$ cat config.mk
export PLATFORM = sky130hd
export DESIGN_NAME = qam_rx
export DESIGN_NICKNAME = d
export VERILOG_FILES = /design/src/rtl/qam_rx.sv
export SDC_FILE = /design/constraint.sdc
export NUM_CORES = 1
export LEC_CHECK = 0
export CORE_MARGIN = 3
export CORE_UTILIZATION = 47
export DETAILED_ROUTE_END_ITERATION = 10
export DONT_BUFFER_PORTS = 1
export PLACE_DENSITY = 0.64
export SLEW_MARGIN = 20
export SYNTH_ARGS = -nofsm -noshare
export SYNTH_HDL_FRONTEND = slang
export SYNTH_SLANG_ARGS = --single-unit
$ cat constraint.sdc
create_clock -name clk -period 8.6 [get_ports clk]
set_clock_uncertainty 0.2 [all_clocks]
set_input_delay 2.15 -clock clk [delete_from_list [all_inputs] [get_ports clk]]
set_output_delay 2.15 -clock clk [all_outputs]
set_load 0.01 [all_outputs]
$ cat src/rtl/qam_rx.sv
// qam_rx: fs/4 4-QAM demodulator (mix, integrate-and-dump, sign slicer, 2-bit serialiser)
module qam_rx #(
   parameter int OSR   = 8,
   parameter int SKIP  = 0,
   parameter int ACC_W = 26
) (
   input  logic               clk,
   input  logic               reset,
   input  logic               en,
   input  logic signed [17:0] IFin,
   output logic               Bout,
   output logic               Bvalid,
   output logic [1:0]         sym,
   output logic               sym_valid
);
   typedef enum logic [1:0] {S_IDLE, S_SKIP, S_INTEG} state_t;
   localparam logic [6:0] K_LAST  = 7'(OSR - 1);
   localparam logic [9:0] SC_LAST = 10'(SKIP == 0 ? 0 : SKIP - 1);
   state_t state_q, state_d;
   logic [1:0] ph_q, ph_d, ph;
   logic [9:0] sc_q, sc_d, sc;
   logic [6:0] k_q, k_d, k;
   logic signed [ACC_W-1:0] acci_q, acci_d, accq_q, accq_d, x, sum_i, sum_q;
   logic [1:0] sym_q, sym_d;
   logic sym_valid_q, sym_valid_d, bout_q, bout_d, bvalid_q, bvalid_d;
   logic pend_q, pend_d, b0_q, b0_d, skipping;
   always_comb begin
      x = {{(ACC_W-18){IFin[17]}}, IFin};
      ph = state_q == S_IDLE ? 2'd0 : ph_q;
      sc = state_q == S_IDLE ? 10'd0 : sc_q;
      k = state_q == S_INTEG ? k_q : 7'd0;
      skipping = SKIP != 0 && state_q != S_INTEG;
      sum_i = acci_q + (ph == 2'd0 ? x : ph == 2'd2 ? -x : '0);
      sum_q = accq_q + (ph == 2'd1 ? x : ph == 2'd3 ? -x : '0);
      state_d = S_IDLE;
      ph_d = '0;
      sc_d = '0;
      k_d = '0;
      acci_d = '0;
      accq_d = '0;
      sym_d = sym_q;
      sym_valid_d = 1'b0;
      bout_d = 1'b0;
      bvalid_d = 1'b0;
      pend_d = 1'b0;
      b0_d = 1'b0;
      if (en) begin
         ph_d = ph + 2'd1;
         bout_d = pend_q & b0_q;
         bvalid_d = pend_q;
         if (skipping) begin
            state_d = sc == SC_LAST ? S_INTEG : S_SKIP;
            sc_d = sc + 10'd1;
         end else if (k == K_LAST) begin
            state_d = S_INTEG;
            sym_d = {sum_i[ACC_W-1], sum_q[ACC_W-1]};
            sym_valid_d = 1'b1;
            bout_d = sum_i[ACC_W-1];
            bvalid_d = 1'b1;
            pend_d = 1'b1;
            b0_d = sum_q[ACC_W-1];
         end else begin
            state_d = S_INTEG;
            k_d = k + 7'd1;
            acci_d = sum_i;
            accq_d = sum_q;
         end
      end
   end
   always_ff @(posedge clk) begin
      if (reset) begin
         state_q <= S_IDLE;
         ph_q <= '0;
         sc_q <= '0;
         k_q <= '0;
         acci_q <= '0;
         accq_q <= '0;
         sym_q <= '0;
         sym_valid_q <= 1'b0;
         bout_q <= 1'b0;
         bvalid_q <= 1'b0;
         pend_q <= 1'b0;
         b0_q <= 1'b0;
      end else begin
         state_q <= state_d;
         ph_q <= ph_d;
         sc_q <= sc_d;
         k_q <= k_d;
         acci_q <= acci_d;
         accq_q <= accq_d;
         sym_q <= sym_d;
         sym_valid_q <= sym_valid_d;
         bout_q <= bout_d;
         bvalid_q <= bvalid_d;
         pend_q <= pend_d;
         b0_q <= b0_d;
      end
   end
   assign Bout = bout_q;
   assign Bvalid = bvalid_q;
   assign sym = sym_q;
   assign sym_valid = sym_valid_q;
endmodule

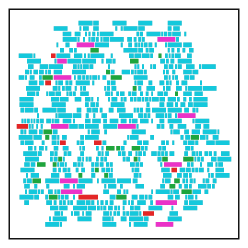
(cells by drive strength)
(2 px per um)
| color | size | cells |
|---|---|---|
| green | _2 cells | 29 |
| red | _3 and _4 cells | 8 |
| magenta | _6 and larger | 12 |
| cyan | _0 and _1 cells | 637 |

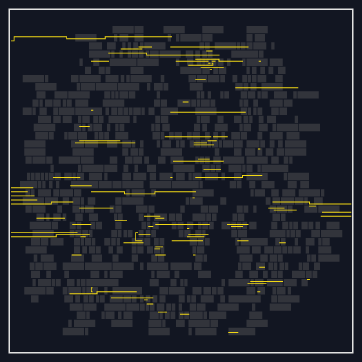
(the metal 3 layer)
(3 px per um) Cells faint in the background.
share of all routed wire: 5.5%
longest straight run: 25.8 um
wire length on this layer: 754 um
nets with wire on the layer: 65

==> impl_metrics.env <==
# flow metrics
export IMPL_maxCapViolations=0
export IMPL_n_antenna_cell=0
export IMPL_drive_gt1_frac=0.0714
export IMPL_swShare=0.277
export IMPL_cp_slowest_cell="ha_1"
export IMPL_combPwrFrac=0.174
export IMPL_power_clock_uw=413
export IMPL_ys_area_mm2=0.00548
export IMPL_critPathLaunchType="input port"
export IMPL_crit_required_ns=8.62
export IMPL_grt_pass1_wl_um=22900
export IMPL_ctsResizeCount=0
export IMPL_wl_met3_um=753
export IMPL_finalCritPeriodShare=0.686
export IMPL_seq_power_share=0.368
export IMPL_tightest_slew_ns=0.965
export IMPL_powerDensity_mw_per_mm2=154
export IMPL_clkPwrFrac=0.458
export IMPL_ir_drop_mv=0.0885
export IMPL_top_power_group="clock"
export IMPL_edf_count=0
export IMPL_dpl_cell_count=810
export IMPL_yosysWarnings=0
export IMPL_critPathCaptureType="register"
export IMPL_cts_tree="built"
export IMPL_dp_hpwl_um=10200
export IMPL_clk_pin_slew_ns=0.06
export IMPL_vias=5021
export IMPL_clock_sinks=68
export IMPL_grt_usage=0.219
export IMPL_gr_usage_met3=0.0493
export IMPL_wl_per_cell_um=16.6
export IMPL_run_status="completed"
export IMPL_io_pin_count=26
export IMPL_netlist_area_mm2=0.00548
export IMPL_die_y_um=114
export IMPL_hold_path_depth=2
export IMPL_grtUsageMet2=0.370
export IMPL_crit_family="AND-OR/OR-AND gates"
export IMPL_fa_ha_area_frac=0.135
export IMPL_yosys_top_cells_count="nor2_1 (73), a21oi_1 (69), dfxtp_1 (68)"
export IMPL_layout_top_cell="nor2_1"
export IMPL_p_int_uw=652
export IMPL_gp_congestion=0.872
export IMPL_finalSetupViolCount=0
export IMPL_wl_met1_um=6160
export IMPL_hold_viol_final=0
export IMPL_first_pass_iters=5
export IMPL_crit_top_cell="ha_1"
export IMPL_grt_max_degree=39
export IMPL_crit_chain="inv_1, ha_1, nor3b_2, nand4b_1, nor4_2, and4bb_2, a21o_2, o21ai_0, ha_1, a21o_1, a221oi_2, o21ai_1, a221o_1, a31oi_2, xnor2_1, nor2_1"
export IMPL_aoi_share=0.284
export IMPL_ys_seq_elements=68
export IMPL_yosysUniqueCellTypes=70
export IMPL_async_reset_ff_frac=0
export IMPL_wirelength_um=13700
export IMPL_synth_largest_area_cell="dfxtp_1"
export IMPL_ys_sh_simple=0.218
export IMPL_postPlaceCellArea_mm2=0.00554
export IMPL_core_util_floorplan=0.493
export IMPL_top_cell="nor2_1"
export IMPL_finalWorstSetupSlack_ns=2.70
export IMPL_fin_hold_ws_ns=0.329
export IMPL_total_power_uw=901
export IMPL_cts_made_buffers=9
export IMPL_htreeDepth=3
export IMPL_r2r_end="accq_q[25]"
export IMPL_cp_arrival_ns=5.92
export IMPL_lay_top_cells="nor2_1 (73), a21oi_1 (69), dfxtp_1 (68), ha_1 (56), nand2_1 (55)"
export IMPL_crit_buf_inv=1
export IMPL_ys_sh_mux=0.00731
export IMPL_critical_path_max_stage_delay_ns=0.43
export IMPL_rr_worst_depth=13
export IMPL_avgViaCountPerCell=6.08
export IMPL_p_leak_uw=0.00268
export IMPL_cp_max_fo=8
export IMPL_syn_inst=697
export IMPL_ys_cells=697
export IMPL_whs_endpoint="sym[1]"
export IMPL_reg2reg_from="state_q[1]"
export IMPL_ant_nets=0
export IMPL_coreArea_mm2=0.0111
export IMPL_reg2reg_slack_ns=3.67
export IMPL_top_usage_layer="met2"
export IMPL_setup_tns_final_ns=0
export IMPL_insertion_delay_ns=0.34
export IMPL_io_buffer_count=0
export IMPL_criticalPathCategory="input port to register"
export IMPL_synthXorXnorAreaFrac=0.0671
export IMPL_synth_top_area_share=0.248
export IMPL_synth_seq_share=0.248
export IMPL_areaGrowthSynthToFinish_pct=7.01
export IMPL_grt_overflow_total=0
export IMPL_min_period_ns=5.90
export IMPL_hold_start="sym[1]"
export IMPL_drtIter0Drc=273
export IMPL_antenna_found_initial=0
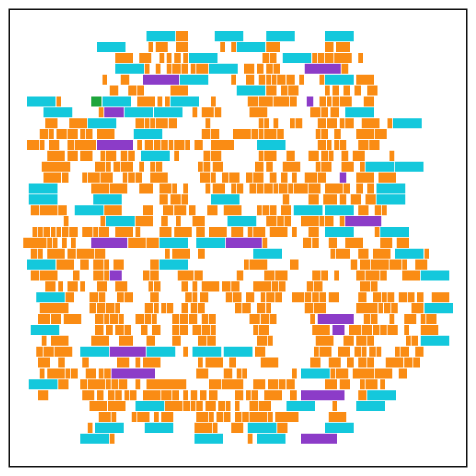
(placed cells, one color a class)
(4 px per um)
| color | class | cells | share of their area |
|---|---|---|---|
| cyan | flops | 68 | 24% |
| orange | combinational and other logic | 601 | 70% |
| purple | clock drivers and dummy loads | 16 | 5.7% |
| green | other buffers and delay cells | 1 | 0.13% |
row count: 38
fin area: 0.00586 mm2

[worst max-delay path by stage]
stage | startpoint | end | slack [ns] | cells after the start
CTS | IFin[0] | accq_q[25] | 2.76 | 16
detailed placement | IFin[0] | sym[0] | 2.41 | 16
floorplan | IFin[0] | sym[0] | 2.92 | 17
finish | IFin[0] | accq_q[25] | 2.70 | 16
global route | IFin[0] | sym[1] | 2.38 | 15
global placement | IFin[0] | accq_q[25] | 2.56 | 16
[cell type report]
cell class              count  area (um2)
clock buffers              10         239
repair buffers              1        7.51
clock inverters             6        87.6
well taps                 140         175
flip-flops and latches     68        1360
multi-input cells         575        3900
fillers                  1063        5260
inverters                  26        97.6
[worst min-delay path: cells and delay by family, from the launching register on]
family | cells | cell delay [ns]
flip-flops | 1 | 0.34
AND/OR/NAND/NOR | 2 | 0.14
